File: config.mk
export PLATFORM = sky130hd
export DESIGN_NAME = uart_core
export DESIGN_NICKNAME = d
export VERILOG_FILES = /design/src/rtl/uart_pkg.sv /design/src/rtl/uart_tick_gen.sv /design/src/rtl/uart_core.sv
export SDC_FILE = /design/constraint.sdc
export NUM_CORES = 1
export LEC_CHECK = 0
export CAP_MARGIN = 25
export CORE_MARGIN = 2
export CORE_UTILIZATION = 45
export CTS_BUF_LIST = sky130_fd_sc_hd__clkbuf_4 sky130_fd_sc_hd__clkbuf_8 sky130_fd_sc_hd__clkbuf_16
export CTS_CLUSTER_DIAMETER = 150
export DETAILED_ROUTE_END_ITERATION = 7
export PLACE_DENSITY = 0.6
export SYNTH_ARGS = -nofsm -noshare
export SYNTH_HDL_FRONTEND = slang
export SYNTH_SLANG_ARGS = --single-unit
export TNS_END_PERCENT = 30
File: constraint.sdc
create_clock -name clk -period 3.82 [get_ports clk]
set_input_delay 0.955 -clock clk [delete_from_list [all_inputs] [get_ports clk]]
set_output_delay 0.955 -clock clk [all_outputs]
set_load 0.005 [all_outputs]
File: src/rtl/uart_pkg.sv
// uart_pkg: shared UART FSM state encoding and baud divider arithmetic.
// Latency: n/a (types and constant functions only).
// Backpressure: n/a.
package uart_pkg;

    typedef enum logic [2:0] {
        ST_IDLE,
        ST_START,
        ST_DATA,
        ST_PARITY,
        ST_STOP
    } uart_state_t;

    // Clocks per oversample tick; never below one so the tick generator always runs.
    function automatic int unsigned calc_div(input int unsigned clk_freq,
                                             input int unsigned baud_rate,
                                             input int unsigned oversample);
        int unsigned q;
        q = clk_freq / (baud_rate * oversample);
        if (q == 0) begin
            q = 1;
        end
        return q;
    endfunction

endpackage

File: src/rtl/uart_tick_gen.sv
// uart_tick_gen: free-running divider producing the oversampling tick for TX and RX.
// Latency: tick is high for one clk every DIV clks, counter starts at 0 when enable rises.
// Backpressure: none; counter is held at 0 while enable is low.
module uart_tick_gen
    import uart_pkg::*;
#(
    parameter int CLK_FREQ   = 50000000,
    parameter int BAUD_RATE  = 9600,
    parameter int OVERSAMPLE = 16
) (
    input  logic clk,
    input  logic rst,
    input  logic enable,
    output logic tick
);

    localparam int unsigned DIV = calc_div(CLK_FREQ, BAUD_RATE, OVERSAMPLE);
    localparam int CW = (DIV > 1) ? $clog2(DIV) : 1;
    localparam logic [CW-1:0] DIV_LAST = CW'(DIV - 1);

    logic [CW-1:0] cnt;

    // Divider counter: wraps at DIV-1, parked at zero when the block is disabled.
    always_ff @(posedge clk or posedge rst) begin
        if (rst) begin
            cnt <= '0;
        end else if (!enable) begin
            cnt <= '0;
        end else if (cnt == DIV_LAST) begin
            cnt <= '0;
        end else begin
            cnt <= cnt + 1'b1;
        end
    end

    assign tick = enable && (cnt == DIV_LAST);

endmodule

File: src/rtl/uart_core.sv
// uart_core: UART TX + RX on one oversampling tick; parity bit compiled in with UART_PARITY_EN.
// Latency: tx_busy one clk after accepted tx_start; rx_valid on the clk after the stop-bit mid-sample.
// Backpressure: none; tx_start is dropped unless TX is idle, rx_valid/err flags are one-clk pulses.
module uart_core
    import uart_pkg::*;
#(
    parameter int CLK_FREQ   = 50000000,
    parameter int BAUD_RATE  = 9600,
    parameter int OVERSAMPLE = 16,
    parameter int DATA_BITS  = 8,
    parameter int STOP_BITS  = 1,
    parameter int PARITY_ODD = 0
) (
    input  logic                 clk,
    input  logic                 rst,
    input  logic                 enable,
    input  logic                 tx_start,
    input  logic [DATA_BITS-1:0] tx_data,
    output logic                 tx_out,
    output logic                 tx_busy,
    output logic                 tx_done,
    input  logic                 rx_in,
    output logic [DATA_BITS-1:0] rx_data,
    output logic                 rx_valid,
    output logic                 rx_frame_err,
    output logic                 rx_parity_err
);

`ifdef UART_PARITY_EN
    localparam logic PAR_EN = 1'b1;
`else
    localparam logic PAR_EN = 1'b0;
`endif
    localparam logic PAR_ODD = (PARITY_ODD != 0);

    // Wide enough for two stop bits worth of ticks.
    localparam int TCW = $clog2(2 * OVERSAMPLE);
    localparam logic [TCW-1:0] OS_LAST   = TCW'(OVERSAMPLE - 1);
    localparam logic [TCW-1:0] HALF_LAST = TCW'(OVERSAMPLE / 2 - 1);
    localparam logic [TCW-1:0] STOP_LAST = TCW'(STOP_BITS * OVERSAMPLE - 1);
    localparam logic [3:0]     BIT_LAST  = 4'(DATA_BITS - 1);

    logic tick;

    uart_tick_gen #(
        .CLK_FREQ   (CLK_FREQ),
        .BAUD_RATE  (BAUD_RATE),
        .OVERSAMPLE (OVERSAMPLE)
    ) u_tick (
        .clk    (clk),
        .rst    (rst),
        .enable (enable),
        .tick   (tick)
    );

    // ------------------------------------------------------------------ TX
    uart_state_t          tx_state, tx_state_nxt;
    logic [TCW-1:0]       tx_tcnt, tx_tcnt_nxt;
    logic [3:0]           tx_bidx, tx_bidx_nxt;
    logic [DATA_BITS-1:0] tx_shift, tx_shift_nxt;
    logic                 tx_par, tx_par_nxt;
    logic                 tx_out_nxt, tx_done_nxt;

    // TX state and registered line/done outputs.
    always_ff @(posedge clk or posedge rst) begin
        if (rst) begin
            tx_state <= ST_IDLE;
            tx_tcnt  <= '0;
            tx_bidx  <= '0;
            tx_shift <= '0;
            tx_par   <= 1'b0;
            tx_out   <= 1'b1;
            tx_done  <= 1'b0;
        end else begin
            tx_state <= tx_state_nxt;
            tx_tcnt  <= tx_tcnt_nxt;
            tx_bidx  <= tx_bidx_nxt;
            tx_shift <= tx_shift_nxt;
            tx_par   <= tx_par_nxt;
            tx_out   <= tx_out_nxt;
            tx_done  <= tx_done_nxt;
        end
    end

    // TX sequencing; the line value is decoded from the next state so tx_out is glitch-free.
    always_comb begin
        tx_state_nxt = tx_state;
        tx_tcnt_nxt  = tx_tcnt;
        tx_bidx_nxt  = tx_bidx;
        tx_shift_nxt = tx_shift;
        tx_par_nxt   = tx_par;
        tx_done_nxt  = 1'b0;
        tx_out_nxt   = 1'b1;
        if (!enable) begin
            tx_state_nxt = ST_IDLE;
            tx_tcnt_nxt  = '0;
            tx_bidx_nxt  = '0;
        end else begin
            unique case (tx_state)
                ST_IDLE: begin
                    if (tx_start) begin
                        tx_state_nxt = ST_START;
                        tx_shift_nxt = tx_data;
                        tx_par_nxt   = (^tx_data) ^ PAR_ODD;
                        tx_tcnt_nxt  = '0;
                        tx_bidx_nxt  = '0;
                    end
                end
                ST_START: begin
                    if (tick) begin
                        if (tx_tcnt == OS_LAST) begin
                            tx_tcnt_nxt  = '0;
                            tx_state_nxt = ST_DATA;
                        end else begin
                            tx_tcnt_nxt = tx_tcnt + 1'b1;
                        end
                    end
                end
                ST_DATA: begin
                    if (tick) begin
                        if (tx_tcnt == OS_LAST) begin
                            tx_tcnt_nxt  = '0;
                            tx_shift_nxt = tx_shift >> 1;
                            if (tx_bidx == BIT_LAST) begin
                                tx_bidx_nxt = '0;
                                if (PAR_EN) tx_state_nxt = ST_PARITY;
                                else        tx_state_nxt = ST_STOP;
                            end else begin
                                tx_bidx_nxt = tx_bidx + 1'b1;
                            end
                        end else begin
                            tx_tcnt_nxt = tx_tcnt + 1'b1;
                        end
                    end
                end
                ST_PARITY: begin
                    if (tick) begin
                        if (tx_tcnt == OS_LAST) begin
                            tx_tcnt_nxt  = '0;
                            tx_state_nxt = ST_STOP;
                        end else begin
                            tx_tcnt_nxt = tx_tcnt + 1'b1;
                        end
                    end
                end
                ST_STOP: begin
                    if (tick) begin
                        if (tx_tcnt == STOP_LAST) begin
                            tx_tcnt_nxt  = '0;
                            tx_state_nxt = ST_IDLE;
                            tx_done_nxt  = 1'b1;
                        end else begin
                            tx_tcnt_nxt = tx_tcnt + 1'b1;
                        end
                    end
                end
                default: tx_state_nxt = ST_IDLE;
            endcase
        end
        unique case (tx_state_nxt)
            ST_START:  tx_out_nxt = 1'b0;
            ST_DATA:   tx_out_nxt = tx_shift_nxt[0];
            ST_PARITY: tx_out_nxt = tx_par_nxt;
            default:   tx_out_nxt = 1'b1;
        endcase
    end

    assign tx_busy = (tx_state != ST_IDLE);

    // ------------------------------------------------------------------ RX
    logic rx_meta, rx_sync, rx_prev;

    // Two-flop synchroniser plus one delay flop for falling-edge detection; idles high.
    always_ff @(posedge clk or posedge rst) begin
        if (rst) begin
            {rx_prev, rx_sync, rx_meta} <= 3'b111;
        end else begin
            {rx_prev, rx_sync, rx_meta} <= {rx_sync, rx_meta, rx_in};
        end
    end

    uart_state_t          rx_state, rx_state_nxt;
    logic [TCW-1:0]       rx_tcnt, rx_tcnt_nxt;
    logic [3:0]           rx_bidx, rx_bidx_nxt;
    logic [DATA_BITS-1:0] rx_shift, rx_shift_nxt;
    logic                 rx_par_bad, rx_par_bad_nxt;
    logic [DATA_BITS-1:0] rx_data_nxt;
    logic                 rx_valid_nxt, rx_ferr_nxt, rx_perr_nxt;

    // RX state and registered result outputs.
    always_ff @(posedge clk or posedge rst) begin
        if (rst) begin
            rx_state      <= ST_IDLE;
            rx_tcnt       <= '0;
            rx_bidx       <= '0;
            rx_shift      <= '0;
            rx_par_bad    <= 1'b0;
            rx_data       <= '0;
            rx_valid      <= 1'b0;
            rx_frame_err  <= 1'b0;
            rx_parity_err <= 1'b0;
        end else begin
            rx_state      <= rx_state_nxt;
            rx_tcnt       <= rx_tcnt_nxt;
            rx_bidx       <= rx_bidx_nxt;
            rx_shift      <= rx_shift_nxt;
            rx_par_bad    <= rx_par_bad_nxt;
            rx_data       <= rx_data_nxt;
            rx_valid      <= rx_valid_nxt;
            rx_frame_err  <= rx_ferr_nxt;
            rx_parity_err <= rx_perr_nxt;
        end
    end

    // RX sequencing: half-bit start recheck, then one sample per bit at mid-point.
    always_comb begin
        rx_state_nxt   = rx_state;
        rx_tcnt_nxt    = rx_tcnt;
        rx_bidx_nxt    = rx_bidx;
        rx_shift_nxt   = rx_shift;
        rx_par_bad_nxt = rx_par_bad;
        rx_data_nxt    = rx_data;
        rx_valid_nxt   = 1'b0;
        rx_ferr_nxt    = 1'b0;
        rx_perr_nxt    = 1'b0;
        if (!enable) begin
            rx_state_nxt = ST_IDLE;
            rx_tcnt_nxt  = '0;
            rx_bidx_nxt  = '0;
        end else begin
            unique case (rx_state)
                ST_IDLE: begin
                    if (rx_prev && !rx_sync) begin
                        rx_state_nxt   = ST_START;
                        rx_tcnt_nxt    = '0;
                        rx_bidx_nxt    = '0;
                        rx_par_bad_nxt = 1'b0;
                    end
                end
                ST_START: begin
                    if (tick) begin
                        if (rx_tcnt == HALF_LAST) begin
                            rx_tcnt_nxt = '0;
                            // A line already back high was a glitch, not a start bit.
                            if (rx_sync) rx_state_nxt = ST_IDLE;
                            else         rx_state_nxt = ST_DATA;
                        end else begin
                            rx_tcnt_nxt = rx_tcnt + 1'b1;
                        end
                    end
                end
                ST_DATA: begin
                    if (tick) begin
                        if (rx_tcnt == OS_LAST) begin
                            rx_tcnt_nxt  = '0;
                            rx_shift_nxt = {rx_sync, rx_shift[DATA_BITS-1:1]};
                            if (rx_bidx == BIT_LAST) begin
                                rx_bidx_nxt = '0;
                                if (PAR_EN) rx_state_nxt = ST_PARITY;
                                else        rx_state_nxt = ST_STOP;
                            end else begin
                                rx_bidx_nxt = rx_bidx + 1'b1;
                            end
                        end else begin
                            rx_tcnt_nxt = rx_tcnt + 1'b1;
                        end
                    end
                end
                ST_PARITY: begin
                    if (tick) begin
                        if (rx_tcnt == OS_LAST) begin
                            rx_tcnt_nxt    = '0;
                            rx_par_bad_nxt = (^rx_shift) ^ rx_sync ^ PAR_ODD;
                            rx_state_nxt   = ST_STOP;
                        end else begin
                            rx_tcnt_nxt = rx_tcnt + 1'b1;
                        end
                    end
                end
                ST_STOP: begin
                    if (tick) begin
                        if (rx_tcnt == OS_LAST) begin
                            rx_tcnt_nxt  = '0;
                            rx_state_nxt = ST_IDLE;
                            rx_data_nxt  = rx_shift;
                            rx_valid_nxt = 1'b1;
                            rx_ferr_nxt  = !rx_sync;
                            rx_perr_nxt  = PAR_EN & rx_par_bad;
                        end else begin
                            rx_tcnt_nxt = rx_tcnt + 1'b1;
                        end
                    end
                end
                default: rx_state_nxt = ST_IDLE;
            endcase
        end
    end

endmodule

M1 wires:
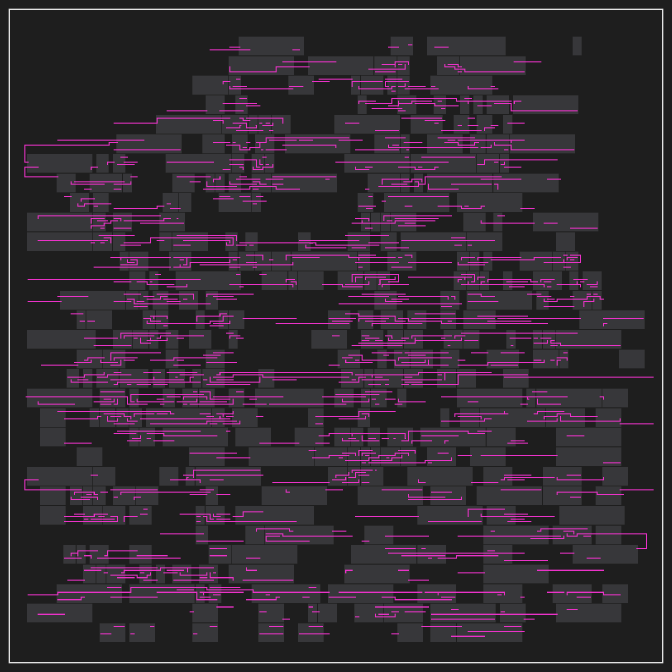
wire length on this layer = 3,090 µm
nets with wire on the layer = 337
Total Routed Length: 6390 µm
met1 Use GR: 21.7%
total vias in the final route: 2,459

M2 wires:
Bar = 20 µm.
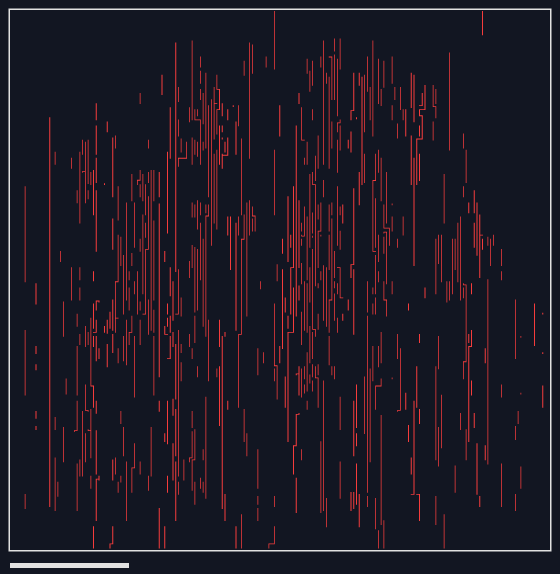
wire length on this layer = 2,950 µm
share of all routed wire = 46%
nets with wire on the layer = 318
main direction = vertical
grt met2 use: 26.9%

Met3 routing:
Bar = 20 µm.
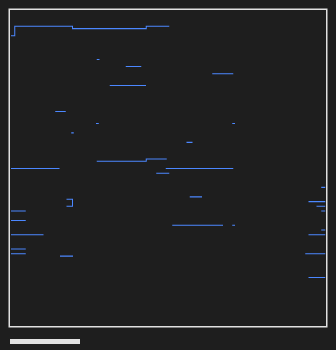
nets with wire on the layer = 24
longest straight run = 21.2 µm
main direction = horizontal
wire length on this layer = 205 µm
share of all routed wire = 3.2%

Clock routing:
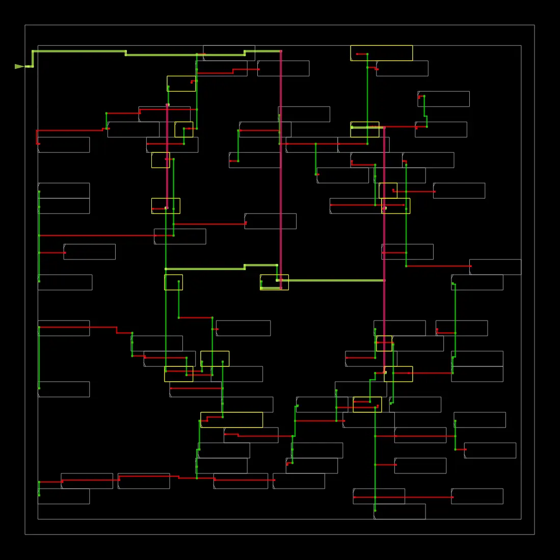
count of clock tree sinks: 65
count of clock-net buffers in the final layout: 9
insertion delay of the later-clocked pin in the worst-skew pair: 0.34 ns
post-route clock skew: 0.00737 ns
CTS buffer count: 9

==> out/metrics.yaml <==
final_layout:
  regMostFlops: "u_tick.cnt"
  clock_area_share_pct: 5.75
  finish.utilization_pct: 54.3
  layout-drive-gt1-share_pct: 14.6
  layout.cells.largest_class: "registers"
  num-multi-input-gates: 232
power:
  clock_net_power_mw: 0.657
  sw_frac_of_total_pct: 27.6
  power-per-cell-area_nw_per_um2: 427
  ir_worst_vdd_v: 0.000179
detailed_routing:
  dr_wl_met3_um: 205
  final_antenna_net_count: 0
  drt_drc_violations_left: 0
  maxUsedRoutingLayer: "met4"
  wl_met1_um: 3090
synthesis:
  synthesis.area_um2: 3380
  yosysMostFrequentCell: "dfrtp_1"
timing:
  post-route-min-period_ns: 2.81
  timing.final.max_slew_violations: 0
  fin_crit_sh_pct: 73.5
  worst_pin_slew_ns: 0.634
global_route:
  global_route_wire_length_before_repair_um: 11100
setup_path:
  worstPathArrival_ns: 1.85
clocking:
  cts.clk_slew.worst_paths_ns: 0.08
  cts_root_buffer: "clkbuf_8"
  postCtsSetupBuffers: 0
run_status:
  outcome: "finished, final reports clean"
Power figures rest on the tool's default switching activity, not on a simulated workload.
